## config.mk

```make
export PLATFORM = sky130hd
export DESIGN_NAME = movsum_inv
export DESIGN_NICKNAME = d
export VERILOG_FILES = /design/src/rtl/movsum_inv.sv
export SDC_FILE = /design/constraint.sdc
export NUM_CORES = 1
export LEC_CHECK = 0
export CORE_UTILIZATION = 53
export DETAILED_ROUTE_END_ITERATION = 7
export GPL_TIMING_DRIVEN = 0
export PLACE_DENSITY = 0.77
export SLEW_MARGIN = 20
export SYNTH_ARGS = -nofsm -noshare
export SYNTH_HDL_FRONTEND = slang
export SYNTH_SLANG_ARGS = --single-unit
```

## constraint.sdc

```tcl
create_clock -name clk -period 7.5 [get_ports clk]
set_input_delay 0.75 -clock clk [delete_from_list [all_inputs] [get_ports clk]]
set_output_delay 0.75 -clock clk [all_outputs]
set_load 0.01 [all_outputs]
```

## src/rtl/movsum_inv.sv

```systemverilog
// Two-lane 4-tap moving-sum decoder: rebuilds the (A,B) sample pair
// from each pair of moving sums, with a one-entry valid/ready output stage.
module movsum_inv #(
    parameter int W    = 64,
    parameter int CNTW = 16
) (
    input  logic            clk,
    input  logic            reset,
    input  logic            clear,
    input  logic [W-1:0]    sumA,
    input  logic [W-1:0]    sumB,
    input  logic            in_valid,
    output logic            in_ready,
    output logic [W-1:0]    outA,
    output logic [W-1:0]    outB,
    output logic            out_valid,
    input  logic            out_ready,
    output logic [CNTW-1:0] pairs
);

    localparam logic [CNTW-1:0] ONE = CNTW'(1);

    logic [W-1:0] hA1;
    logic [W-1:0] hB1;
    logic [W-1:0] hA2;
    logic [W-1:0] dec_a;
    logic [W-1:0] dec_b;
    logic         accept;

    assign in_ready = reset & ~clear & (~out_valid | out_ready);
    assign accept   = in_valid & in_ready;

    // B is the earlier sample, so it is peeled off first and reused for A
    assign dec_b = sumB - hA1 - hB1 - hA2;
    assign dec_a = sumA - dec_b - hA1 - hB1;

    always_ff @(posedge clk) begin
        if (!reset) begin
            outA      <= '0;
            outB      <= '0;
            out_valid <= 1'b0;
            pairs     <= '0;
            hA1       <= '0;
            hB1       <= '0;
            hA2       <= '0;
        end else if (clear) begin
            out_valid <= 1'b0;
            pairs     <= '0;
            hA1       <= '0;
            hB1       <= '0;
            hA2       <= '0;
        end else if (accept) begin
            outA      <= dec_a;
            outB      <= dec_b;
            out_valid <= 1'b1;
            pairs     <= pairs + ONE;
            hA2       <= hA1;
            hA1       <= dec_a;
            hB1       <= dec_b;
        end else if (out_ready) begin
            out_valid <= 1'b0;
        end
    end

endmodule

```

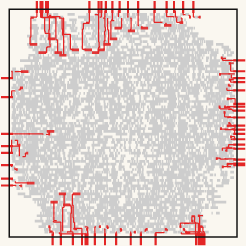
**Above:** run 1 (I/O nets highlighted).
(1 px per µm)
[`sumB`] red | direction: input | end cells: 65 | wire: 1600 µm

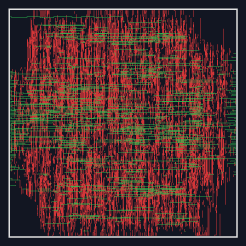
**Above:** run 1 (signal wires by layer).
(1 px per µm) Only two layers are drawn.
[M2] red | wire length: 41.2 mm
[M3] green | wire length: 10800 µm

==> results_slide.txt, run 1 <==
Run Summary

Routing
  • DR WL/cell: about 22 µm
  • DR iter-0 viols: roughly 2900
  • Total routed wirelength: 95200 µm
  • Via count: 25700
  • # DRC: 0
  • Vias per Instance: roughly 5.8
  • Antenna-violating nets left: 0

Global routing
  • First-pass GRT wire length: between 100000 and 150000 µm
  • Vias in the first global route: around 24000
  • Overall Global Routing Usage: 36.8%

Synthesis
  • Most used DFF post-synth: dfxtp_1
  • #FFs+latches synth: around 340
  • Mapped Area: 26600 µm²
  • Count leader, synth: inv_1
  • Yosys stat area: around 27000 µm²
  • Asr flop ratio synth: 0%
  • Largest type area fraction: about a quarter
  • Floorplan Nets: 3877
  • Number of cells in Yosys stat: around 3400
  • EDFF count, synth: 0
  • Commonest cells in the netlist: inv_1, dfxtp_1, a21oi_1
  • Unique cell types: 71
  • Top cell type by total area after synthesis: dfxtp_1
  • Largest cells by area after synthesis: dfxtp_1, fa_1, inv_1, ha_1, a21oi_1
  • Synth Warn #: 0

Cells and area
  • Synth-to-layout area growth: 24.8%
  • Share of cells above drive strength 1: a little under a tenth
  • Fin nets: between 4000 and 5000

Clock tree
  • CTS clock-pin slew for the worst setup and hold paths: 60 ps
  • H-tree depth reported by CTS: 2
  • Clk Latency, worst-skew pair: roughly 600 ps
  • Post-cts hold buffer count: 0
  • Clock Path Buffers: 3
  • Root buf cell: clkbuf_16
  • CTS tree: done

Worst setup path
  • Reg2Reg Depth: 30
  • CP max FO: 6
  • FF-to-FF setup slack: 20 ps
  • CP max stage cell: fa_1
  • Arr. time, crit path: 8000 ps
  • Startpoint type of the worst setup path: register
  • Crit path DRT: ~8000 ps

Die
  • Chip area: between 50000 and 60000 µm²
  • Die H: ~230 µm
  • Row count: approximately 81
  • Core Util at FP: between 50 and 60%

STA
  • Period utilization: around 100%
  • Slew Limit Headroom: 18.8%
  • Fin crit period: approximately 7500 ps
  • # setup viols final: 0
  • Worst clock skew: between 30 and 40 ps
  • Max Slew Vio Count: 0
  • Setup_tns: 0 ps
  • Hold WS: 451 ps

Outcome
  • Status: complete, no violations

Place
  • Placed inst area: between 30000 and 40000 µm²
  • Final Wtd Congestion: 1.01

Hold path
  • Min-Delay Path Class: reg -> reg
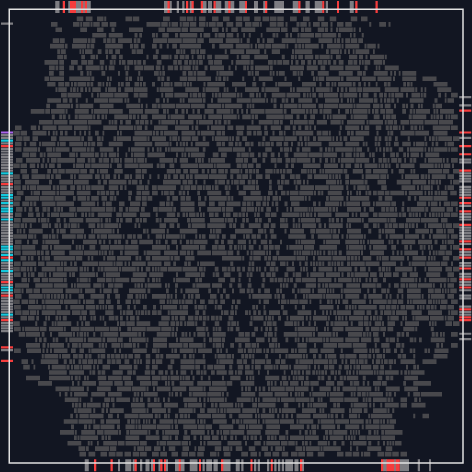
**Above:** run 1 (pin placement).
(2 px per µm) Pins as bars across the die edge, other pins in gray.
[`sumB`] red | pins: 64 | direction: input | edge: 19 south, 19 north, 18 east, 8 west
[`pairs`] cyan | pins: 16 | direction: output | edge: west
[`clear`] purple | pins: 1 | direction: input | edge: west
all pins by edge: 78 west, 76 south, 68 north, 57 east

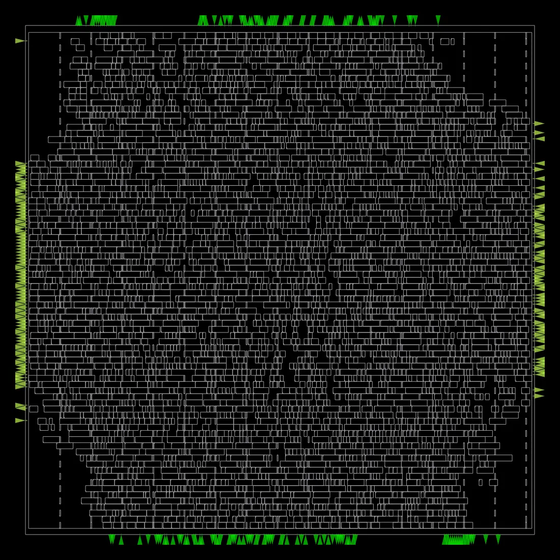
**Above:** run 1 (cell placement).
flop share of the area: 20.3%
Flop Count: 337
fillers: 4143
tap cells: 664
Core Area: 49300 µm²

## run 1: cell families (layout without fill, tap and decap cells)
logic type,Yosys count,count (layout),synth area share (%)
AND-OR/OR-AND,832,832,18.9
XOR/XNOR,93,93,3.06
adder cells (fa/ha/maj),381,381,25.0
buffers and inverters,863,1245,12.2
flip-flops,337,337,25.3
multiplexers,12,12,0.461
other,0,1,0
AND/OR/NAND/NOR,845,845,15.0
## run 1: final timing paths
path	start	to
max	hA2[5]	outA[63]
min reg2reg	outB[44]	outB[44]
min	outB[44]	outB[44]
max reg2reg	hA2[5]	outA[63]
## run 1: worst max-delay path: cells and delay by family (launching register included)
kind,cells,cell delay (ps)
AND-OR/OR-AND,15,3220
XOR/XNOR,1,160
adder cells (fa/ha/maj),6,2550
flip-flops,1,340
buffers and inverters,6,450
AND/OR/NAND/NOR,2,680
## run 1: layout make-up
type	count	area, µm²
Multi-Input combinational cell	2163	17700
Fill cell	4143	16000
Sequential cell	337	6760
Timing Repair Buffer	324	3170
Inverter	714	2680
Clock buffer	54	1200
Tap cell	664	831
Buffer	133	529
Clock inverter	20	344
Antenna cell	1	2.50
## run 1: per-layer routing
layer  vias up  global-route usage [%]  share of wire (%)  wire length [µm]
li1      11700                       -                  -                 -
met1     12400                    49.6                 40             38300
met2      1380                    55.9                 43             41200
met3       261                    8.34                 11             10800
met4         0                    17.6                5.2              4940
met5         -                       0                  0                 0
## run 1: registers in the layout, summed over array words and instances (netlist names)
register,count
hA1,64
hA2,64
hB1,64
outA,64
outB,64
pairs,16
out_valid,1
## run 1: layout by cell type (no fill, tap or decap), types with 30 or more instances in the layout
| cell type | count |
|---|---|
| xnor2_1 | 47 |
| a21oi_1 | 297 |
| xor2_1 | 39 |
| o21ai_0 | 179 |
| dfxtp_1 | 329 |
| clkdlybuf4s50_1 | 278 |
| clkbuf_16 | 42 |
| buf_4 | 43 |
| a21o_1 | 51 |
| o31ai_1 | 33 |
| nor2_1 | 126 |
| fa_1 | 250 |
| nor3_1 | 32 |
| nand3_1 | 169 |
| nand2_1 | 293 |
| ha_1 | 97 |
| inv_1 | 705 |
| clkbuf_1 | 109 |
| nand4_1 | 30 |
## run 1: what timing repair did
| action | CTS | global route |
|---|---|---|
| setup buffers | 12 | 34 |
| setup endpoints to repair | 72 | 59 |
| gates resized | 91 | 183 |
| pin swaps | 20 | 65 |
## run 1: stage by stage
stage	util [%]	setup WS [ps]	cells
after floorplan	-	243	3363
after global placement	61.4	-1900	4305
final	67.5	18.2	4410
after detailed placement	61.4	-2000	4305
after CTS	65.5	2.36	4381
after global routing	67.4	-192	4409
==> inputs of run 2 (changes only) <==
--- a/config.mk
+++ b/config.mk
@@ -6,6 +6,7 @@
 export NUM_CORES = 1
 export LEC_CHECK = 0
 export CORE_UTILIZATION = 53
+export CTS_CLUSTER_SIZE = 25
 export DETAILED_ROUTE_END_ITERATION = 7
 export GPL_TIMING_DRIVEN = 0
 export PLACE_DENSITY = 0.77
==> run 2 against run 1 <==
Non-clock buffer count decreased by 5. Core utilization fell by 0.30 points. Register-to-register slack barely moved. Hold slack about the same. Die size stayed put. Count of clock-buffer cells in the layout rose by 1. Via count about the same. Synthesized cell count stayed put.
==> results_slide.txt, run 2 <==
Run Summary

Outcome
  • Status: complete, no violations

STA
  • Setup_tns: 0 ps (unchanged)
  • Worst clock skew: 29.1 ps (-1.92 ps)
  • Slew Limit Headroom: 16.3% (-2.5 points)
  • Period utilization: 99.8% (about the same)
  • # setup viols final: 0 (unchanged)
  • Hold WS: 451 ps (-0.0600 ps)
  • Fin crit period: 7480 ps (+2.08 ps)
  • Max Slew Vio Count: 0 (unchanged)

Synthesis
  • Commonest cells in the netlist: inv_1, dfxtp_1, a21oi_1
  • Sequential area share after synthesis: about a quarter
  • Mapped Area: 26600 µm² (unchanged)
  • Mapped Cells: roughly 3400
  • #FFs+latches synth: 337 (unchanged)
  • Top cell type by total area after synthesis: dfxtp_1
  • Synth Warn #: 0 (unchanged)
  • Unique cell types: 71 (unchanged)
  • Most used DFF post-synth: dfxtp_1
  • Count leader, synth: inv_1
  • Yosys stat area: 26600 µm² (unchanged)
  • Largest cells by area after synthesis: dfxtp_1, fa_1, inv_1, ha_1, a21oi_1
  • EDFF count, synth: 0 (unchanged)
  • Asr flop ratio synth: 0% (unchanged)
  • Number of cells in Yosys stat: 3363 (unchanged)
  • Floorplan Nets: 3877 (unchanged)
  • Largest type area fraction: 25.3% (unchanged)

Cells and area
  • Most frequent cells in the layout: inv_1, dfxtp_1, a21oi_1
  • Final Util: 67.1% (-0.30 points)
  • Fin nets: 4223 (-0.12%)
  • Synth-to-layout area growth: 24.2%
  • Non-Filler Instances: 4405 (-0.11%)
  • Most frequent logic cell in the layout: inv_1
  • Fillers: 4171 (+0.68%)
  • Share of cells above drive strength 1: 8.85% (-0.34 points)

Flow run
  • Tool Warnings: 27

Clock tree
  • Post-cts hold buffer count: 0 (unchanged)
  • CTS Buf Count: 41
  • Clk Latency, worst-skew pair: 600 ps (about the same)
  • CTS tree: done
  • CTS clock-pin slew for the worst setup and hold paths: 70 ps (about the same)
  • Clock Path Buffers: 3 (unchanged)
  • H-tree depth reported by CTS: 2 (unchanged)
  • Root buf cell: clkbuf_16

Routing
  • DR iter-0 viols: 2770 (-4.5%)
  • Antenna-violating nets left: 0 (unchanged)
  • Via count: 25700 (+0.0078%)
  • First-pass iteration count of the detailed router: 6
  • Total routed wirelength: 95100 µm (-0.11%)
  • Vias per Instance: 5.83 (+0.12%)
  • DR WL/cell: 21.6 µm (about the same)
  • # DRC: 0 (unchanged)

Die
  • Row count: 81 (unchanged)
  • Die Wd: between 200 and 250 µm
  • Core Area: 49300 µm² (unchanged)
  • Core Util at FP: 54.1% (unchanged)
  • Chip area: 51100 µm² (unchanged)
  • Die H: 226 µm (unchanged)

Global routing
  • Vias in the first global route: 24200 (+0.14%)
  • First-pass GRT wire length: 140000 µm (about the same)
  • Overall Global Routing Usage: 36.8% (about the same)
  • Congestion Overflow GR: 0
  • Largest net degree at the start of global routing: 14
  • Initial antenna violation count: 2

Worst setup path
  • Crit path top cell by count: inv_2
  • CP max stage cell: fa_1
  • Arr. time, crit path: 7990 ps (about the same)
  • Startpoint type of the worst setup path: register
  • Crit path DRT: 8010 ps (about the same)
  • CP max FO: 6 (unchanged)
  • Delay of the slowest critical-path stage: approximately 580 ps

Hold path
  • Min-Delay Path Class: reg -> reg

Place
  • Placed Cells: 4305 (unchanged)
  • Final Wtd Congestion: 1.01 (unchanged)
  • Final HPWL DP: 72900 µm
run 2: cell counts after synthesis:
No cell type changed its count.
run 2: layout make-up:
type / count / area, µm² / share of cell area [%]
multi-input combinational: 2163 / 17600 / 53.4
sequential: 337 / 6760 / 20.4
timing repair buffer: 319 / 3130 / 9.47
inverter: 714 / 2680 / 8.10
clock buffer: 55 / 1200 / 3.63
tap: 664 / 831 / 2.51
buffer: 133 / 529 / 1.60
clock inverter: 19 / 293 / 0.885
antenna: 1 / 2.50 / 0.00757
run 2: worst paths after layout:
check,start,end,slack (ps),depth (start not counted)
hold reg to reg,outB[44],outB[44],450,2
setup reg to reg,hA2[5],hA1[60],20,30
setup / recovery,hA2[5],hA1[60],20,30
hold / removal,outB[44],outB[44],450,2
run 2: cells by family after synthesis:
| group | after synthesis | synth area share, % |
|---|---|---|
| xor gates and xnor gates | 93 | 3.06 |
| adders and majority gates | 381 | 25.0 |
| muxes | 12 | 0.461 |
| AOI/OAI and AO/OA | 832 | 18.9 |
| and+or+nand+nor | 845 | 15.0 |
| DFF | 337 | 25.3 |
| buffers and inverters | 863 | 12.2 |
run 2: routing by layer:
metal | part of all wire [%] | up-vias | track usage (%)
li1 | - | 11700 | -
met1 | 40 | 12300 | 49.7
met2 | 43 | 1404 | 55.9
met3 | 12 | 304 | 8.16
met4 | 5.6 | 0 | 17.3
met5 | 0 | - | 0
run 2: stage by stage:
| stage | cell area (µm²) | worst slack [ps] |
|---|---|---|
| detailed placement | 30200 | -2000 |
| floorplan | 26600 | 243 |
| finish | 33100 | 16.1 |
| global placement | 30200 | -1900 |
| global route | 33100 | -212 |
| CTS | 32200 | 2.36 |
run 2: critical path: cells and delay by family (launching register included):
family	cells	cell delay [ps]
flops	1	340
fa+ha+maj	6	2730
buf+inv	8	790
compound gates	10	2410
xor+xnor	1	80
simple gates	5	1050
run 2: repair_timing:
| item | 4_1_cts | 5_1_grt |
|---|---|---|
| setup endpoints to repair | 72 | 59 |
| cloned | 0 | 0 |
| pin swaps | 20 | 60 |
| buffers inserted | 12 | 29 |
| resized | 91 | 169 |
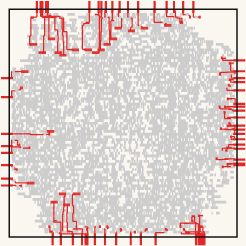
**Above:** run 2 (I/O nets highlighted).
(1 px per µm)
[`sumB`] red | direction: input | end cells: 65 | wire: 1600 µm

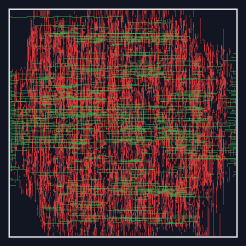
**Above:** run 2 (signal wires by layer).
(1 px per µm) Only two layers are drawn.
[M2] red | wire length: 40.9 mm
[M3] green | wire length: 11000 µm

